--- src/rtl/timer_pkg.sv ---
// Shared constants and helpers for the timer counting path.
package timer_pkg;

  // Width of one BCD digit.
  localparam int DIGW = 4;

  // Largest supported number of digits; terminal-value vectors are
  // zero-extended to this many digits before indexing.
  localparam int MAX_NDIG = 8;

  // Terminal value of digit idx taken from a packed per-digit vector.
  function automatic logic [DIGW-1:0] digit_max(
    input logic [MAX_NDIG*DIGW-1:0] maxv,
    input int                       idx
  );
    return maxv[idx*DIGW +: DIGW];
  endfunction

  // Loaded digits above the terminal value are clamped to it.
  function automatic logic [DIGW-1:0] clamp_digit(
    input logic [DIGW-1:0] load_digit,
    input logic [DIGW-1:0] maxv
  );
    logic [DIGW-1:0] res;
    if (load_digit > maxv) begin
      res = maxv;
    end else begin
      res = load_digit;
    end
    return res;
  endfunction

endpackage

--- src/rtl/digit_counter_chain_if.sv ---
// Control and result bundle of the multi-digit counter.
interface digit_counter_chain_if
  import timer_pkg::*;
#(
  parameter int NDIG = 4
) ();

  logic                   tick;
  logic                   up;
  logic                   load;
  logic [NDIG*DIGW-1:0]   load_val;
  logic [NDIG*DIGW-1:0]   cnt;
  logic                   term;
  logic                   at_zero;
  logic                   at_max;

  // Master drives the strobes and observes the count.
  modport master (
    output tick, up, load, load_val,
    input  cnt, term, at_zero, at_max
  );

  // Slave is the counter itself.
  modport slave (
    input  tick, up, load, load_val,
    output cnt, term, at_zero, at_max
  );

endinterface

--- src/rtl/digit_counter_chain_cell.sv ---
// One BCD digit stage: holds its digit and steps it when enabled by the
// combinational chain in the top level.
module digit_cell
  import timer_pkg::*;
(
  input  logic            clk,
  input  logic            rst,
  input  logic            en_in,
  input  logic            up,
  input  logic            load,
  input  logic [DIGW-1:0] load_digit,
  input  logic [DIGW-1:0] maxv,
  output logic [DIGW-1:0] digit,
  output logic [DIGW-1:0] digit_nxt,
  output logic            at_max_d,
  output logic            at_zero_d,
  output logic            nxt_at_max,
  output logic            nxt_at_zero
);

  logic [DIGW-1:0] digit_q;
  logic [DIGW-1:0] digit_d;

  // Next digit value: load beats stepping; a step wraps between 0 and maxv.
  always_comb begin
    digit_d = digit_q;
    if (load) begin
      digit_d = clamp_digit(load_digit, maxv);
    end else if (en_in) begin
      if (up) begin
        if (digit_q >= maxv) begin
          digit_d = {DIGW{1'b0}};
        end else begin
          digit_d = digit_q + 4'd1;
        end
      end else begin
        if (digit_q == 4'd0) begin
          digit_d = maxv;
        end else begin
          digit_d = digit_q - 4'd1;
        end
      end
    end else begin
      digit_d = digit_q;
    end
  end

  // Digit register; every stage shares the one clock.
  always_ff @(posedge clk) begin
    if (rst) begin
      digit_q <= {DIGW{1'b0}};
    end else begin
      digit_q <= digit_d;
    end
  end

  // at_max_d/at_zero_d decode the held digit and feed the carry/borrow
  // chain; the nxt_* decodes feed the registered flags in the top level.
  assign digit       = digit_q;
  assign digit_nxt   = digit_d;
  assign at_max_d    = (digit_q == maxv);
  assign at_zero_d   = (digit_q == 4'd0);
  assign nxt_at_max  = (digit_d == maxv);
  assign nxt_at_zero = (digit_d == 4'd0);

endmodule

--- src/rtl/digit_counter_chain.sv ---
// Synchronous NDIG-digit modulo counter with up/down, load, wrap or hold
// at terminal, and a registered one-cycle terminal pulse.
module digit_counter_chain
  import timer_pkg::*;
#(
  parameter int                   NDIG = 4,
  parameter logic [NDIG*DIGW-1:0] MAXV = 16'h5959,
  parameter bit                   WRAP = 1'b1
) (
  input  logic                  clk,
  input  logic                  rst,
  digit_counter_chain_if.slave  bus
);

  localparam logic [MAX_NDIG*DIGW-1:0] MAXV_EXT = (MAX_NDIG*DIGW)'(MAXV);

  logic [NDIG*DIGW-1:0] cnt_q;
  logic [NDIG*DIGW-1:0] cnt_nxt_s;
  logic [NDIG-1:0]      en_in_s;
  logic [NDIG-1:0]      dig_at_max_s;
  logic [NDIG-1:0]      dig_at_zero_s;
  logic [NDIG-1:0]      nxt_at_max_s;
  logic [NDIG-1:0]      nxt_at_zero_s;
  logic [NDIG:0]        chain_max_s;
  logic [NDIG:0]        chain_zero_s;
  logic                 terminal_s;
  logic                 step_s;

  logic term_q;
  logic term_d;
  logic at_zero_q;
  logic at_zero_d;
  logic at_max_q;
  logic at_max_d;

  for (genvar g = 0; g < NDIG; g++) begin : g_dig
    localparam logic [DIGW-1:0] DMAX = digit_max(MAXV_EXT, g);

    digit_cell u_cell (
      .clk        (clk),
      .rst        (rst),
      .en_in      (en_in_s[g]),
      .up         (bus.up),
      .load       (bus.load),
      .load_digit (bus.load_val[g*DIGW +: DIGW]),
      .maxv       (DMAX),
      .digit      (cnt_q[g*DIGW +: DIGW]),
      .digit_nxt  (cnt_nxt_s[g*DIGW +: DIGW]),
      .at_max_d   (dig_at_max_s[g]),
      .at_zero_d  (dig_at_zero_s[g]),
      .nxt_at_max (nxt_at_max_s[g]),
      .nxt_at_zero(nxt_at_zero_s[g])
    );
  end

  // Carry/borrow chain: digit i may step when all lower digits are at
  // their terminal (up) or at zero (down); hold mode freezes the terminal.
  always_comb begin
    chain_max_s  = {(NDIG+1){1'b0}};
    chain_zero_s = {(NDIG+1){1'b0}};
    en_in_s      = {NDIG{1'b0}};
    chain_max_s[0]  = 1'b1;
    chain_zero_s[0] = 1'b1;
    for (int i = 0; i < NDIG; i++) begin
      chain_max_s[i+1]  = chain_max_s[i] & dig_at_max_s[i];
      chain_zero_s[i+1] = chain_zero_s[i] & dig_at_zero_s[i];
    end
    if (bus.up) begin
      terminal_s = bus.tick & ~bus.load & chain_max_s[NDIG];
    end else begin
      terminal_s = bus.tick & ~bus.load & chain_zero_s[NDIG];
    end
    step_s = bus.tick & ~bus.load & ~(terminal_s & ~WRAP);
    for (int i = 0; i < NDIG; i++) begin
      if (bus.up) begin
        en_in_s[i] = step_s & chain_max_s[i];
      end else begin
        en_in_s[i] = step_s & chain_zero_s[i];
      end
    end
  end

  // Status flags decoded from the next count so they line up with cnt.
  always_comb begin
    term_d    = terminal_s;
    at_zero_d = &nxt_at_zero_s;
    at_max_d  = &nxt_at_max_s;
  end

  // Status registers.
  always_ff @(posedge clk) begin
    if (rst) begin
      term_q    <= 1'b0;
      at_zero_q <= 1'b1;
      at_max_q  <= 1'b0;
    end else begin
      term_q    <= term_d;
      at_zero_q <= at_zero_d;
      at_max_q  <= at_max_d;
    end
  end

  assign bus.cnt     = cnt_q;
  assign bus.term    = term_q;
  assign bus.at_zero = at_zero_q;
  assign bus.at_max  = at_max_q;

endmodule

--- src/flat_wrapper.sv ---
// flat-port wrapper written by rule: the top's interface ports become plain ports
module digit_counter_chain_flat import timer_pkg::*;
#(
  parameter int                   NDIG = 4,
  parameter logic [NDIG*DIGW-1:0] MAXV = 16'h5959,
  parameter bit                   WRAP = 1'b1
)
  (clk, rst, bus_tick, bus_up, bus_load, bus_load_val, bus_cnt, bus_term, bus_at_zero, bus_at_max);
  digit_counter_chain_if #(.NDIG(NDIG)) bus_i ();
  input  logic clk;
  input  logic rst;
  input wire logic [$bits(bus_i.tick)-1:0] bus_tick;
  input wire logic [$bits(bus_i.up)-1:0] bus_up;
  input wire logic [$bits(bus_i.load)-1:0] bus_load;
  input wire logic [$bits(bus_i.load_val)-1:0] bus_load_val;
  output wire logic [$bits(bus_i.cnt)-1:0] bus_cnt;
  output wire logic [$bits(bus_i.term)-1:0] bus_term;
  output wire logic [$bits(bus_i.at_zero)-1:0] bus_at_zero;
  output wire logic [$bits(bus_i.at_max)-1:0] bus_at_max;
  assign bus_i.tick = bus_tick;
  assign bus_i.up = bus_up;
  assign bus_i.load = bus_load;
  assign bus_i.load_val = bus_load_val;
  assign bus_cnt = bus_i.cnt;
  assign bus_term = bus_i.term;
  assign bus_at_zero = bus_i.at_zero;
  assign bus_at_max = bus_i.at_max;
  digit_counter_chain #(.NDIG(NDIG), .MAXV(MAXV), .WRAP(WRAP)) u_core (.clk(clk), .rst(rst), .bus(bus_i));
endmodule
--- config.mk ---
export PLATFORM = sky130hd
export DESIGN_NAME = digit_counter_chain_flat
export DESIGN_NICKNAME = d
export VERILOG_FILES = /design/src/rtl/timer_pkg.sv /design/src/rtl/digit_counter_chain_if.sv /design/src/rtl/digit_counter_chain_cell.sv /design/src/rtl/digit_counter_chain.sv /design/src/flat_wrapper.sv
export SDC_FILE = /design/constraint.sdc
export NUM_CORES = 1
export LEC_CHECK = 0
export CAP_MARGIN = 10
export CORE_UTILIZATION = 55
export DETAILED_ROUTE_END_ITERATION = 16
export PLACE_DENSITY = 0.91
export SLEW_MARGIN = 15
export SYNTH_ARGS = -nofsm -noshare
export SYNTH_HDL_FRONTEND = slang
export SYNTH_SLANG_ARGS = --single-unit
export TNS_END_PERCENT = 30
--- constraint.sdc ---
create_clock -name clk -period 5.9 [get_ports clk]
set_input_delay 1.18 -clock clk [delete_from_list [all_inputs] [get_ports clk]]
set_output_delay 1.18 -clock clk [all_outputs]
set_load 0.005 [all_outputs]
==> impl_metrics.json <==
{
  "synth-edff-count": 0,
  "detail_route.iter0.violations": 172,
  "final-seq-area_um2": 380,
  "whs_ps": 782,
  "synthesis.nets": 289,
  "cap_violations": 0,
  "cts_made_buffers": 3,
  "p_clk_mw": 0.0730,
  "hold_buffers": 0,
  "critPathMaxFanout": 29,
  "crit_chain": "clkdlybuf4s50_1, nor4b_2, nand3_1, a21oi_2, mux2_2, a2111oi_2, nand4_1, o31ai_1",
  "final_cells": 324,
  "cts_resized": 0,
  "synthSimpleGateAreaFrac_pct": 30.4,
  "hold_path_class": "reg2reg",
  "cts_root_buffer": "clkbuf_4",
  "met1Wirelength_mm": 2.21,
  "fmax_mhz": 237,
  "reg2reg_depth": 9,
  "vias": 2112,
  "synth_top_area_share_pct": 20.3,
  "dp_hpwl_mm": 3.73,
  "taps": 44,
  "power.internal_mw": 0.225,
  "rsz0062_at_grt": "no",
  "setup_violations": 0,
  "power.share.switching_pct": 37.5,
  "crit_slowest_cell": "clkdlybuf4s50_1",
  "combGateArea_um2": 1350,
  "cts_buffer_depth": 2,
  "lay_top_cells": "39 x clkdlybuf4s50_1, 21 x o21ai_0, 20 x nor2_1, 19 x inv_1, 19 x dfxtp_1",
  "criticalPathCategory": "in2reg",
  "num_rows": 20,
  "top_power_group": "registers",
  "pg_seq_mw": 0.152,
  "switchingPower_mw": 0.135,
  "synth_warnings": 0,
  "cts_setup_buffers": 0,
  "comb_power_mw": 0.134,
  "path_clk_slew_ps": 120,
  "power.total_mw": 0.360,
  "n_fill_cell": 264,
  "htree_levels": 1,
  "warnings": 38,
  "fin_nets": 318,
  "seq_share_pct": 16.7,
  "async_flop_share_pct": 0,
  "wl_mm": 5.23,
  "firstDrtPassIters": 5,
  "nonClkBufAreaFrac_pct": 17.1,
  "grt_pass1_vias": 1936,
  "critical-path-top-delay-family": "simple AND/OR/NAND/NOR gates",
  "peakVddDrop_mv": 0.121,
  "via_per_inst": 6.52,
  "final-clk-cell-share_pct": 1.21,
  "outcome": "finished, final reports clean",
  "final.setup.tns_ps": 0,
  "ys_top_logic_family": "simple AND/OR/NAND/NOR gates",
  "whs_path_depth": 3,
  "skew_ps": 5.89,
  "die_w_um": 60.4,
  "slew_headroom_pct": 33.9,
  "largest_reg_flops": 16,
  "cts.sinks": 19,
  "layout-drive-gt1-share_pct": 6.07,
  "synth.distinct_cells": 59,
  "hold_end": "u_core.bus.term",
  "nFlopsAndLatches": 19,
  "power_frac_seq_pct": 42.3
}
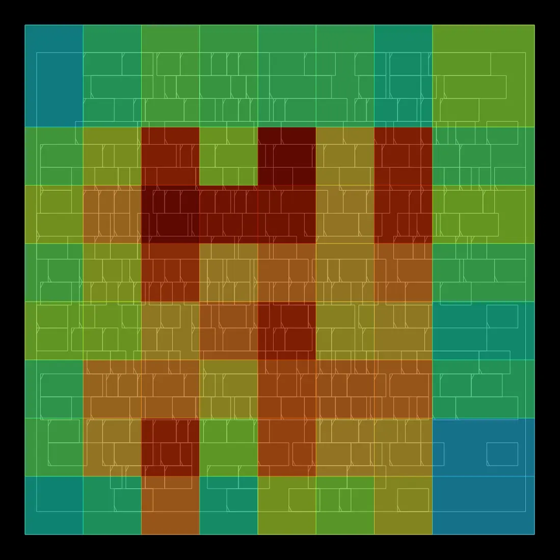
Fig. 1. Routing congestion.
Overall Global Routing Usage: 30.5%
GRT busiest layer: met2
M2 GR Usage: 50.2%
fin util: 72.2%
GRT met1 Usage: 39.0%

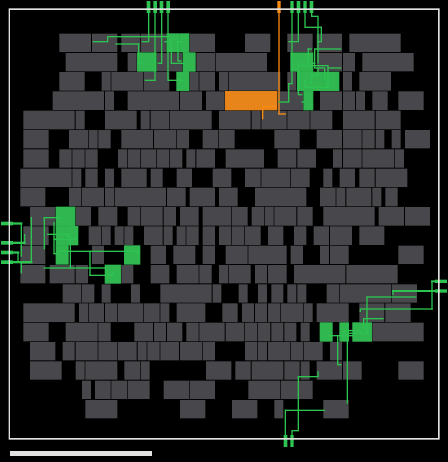
Fig. 2. Wires at chosen ports, followed through buffers.
Scale bar: 20 um.
legend:
  bus_at_zero:
    color: orange
    direction: output
    end_cells: 1
    wire: 18.9 um
  bus_load_val:
    color: green
    direction: input
    end_cells: 18
    wire: 289 um

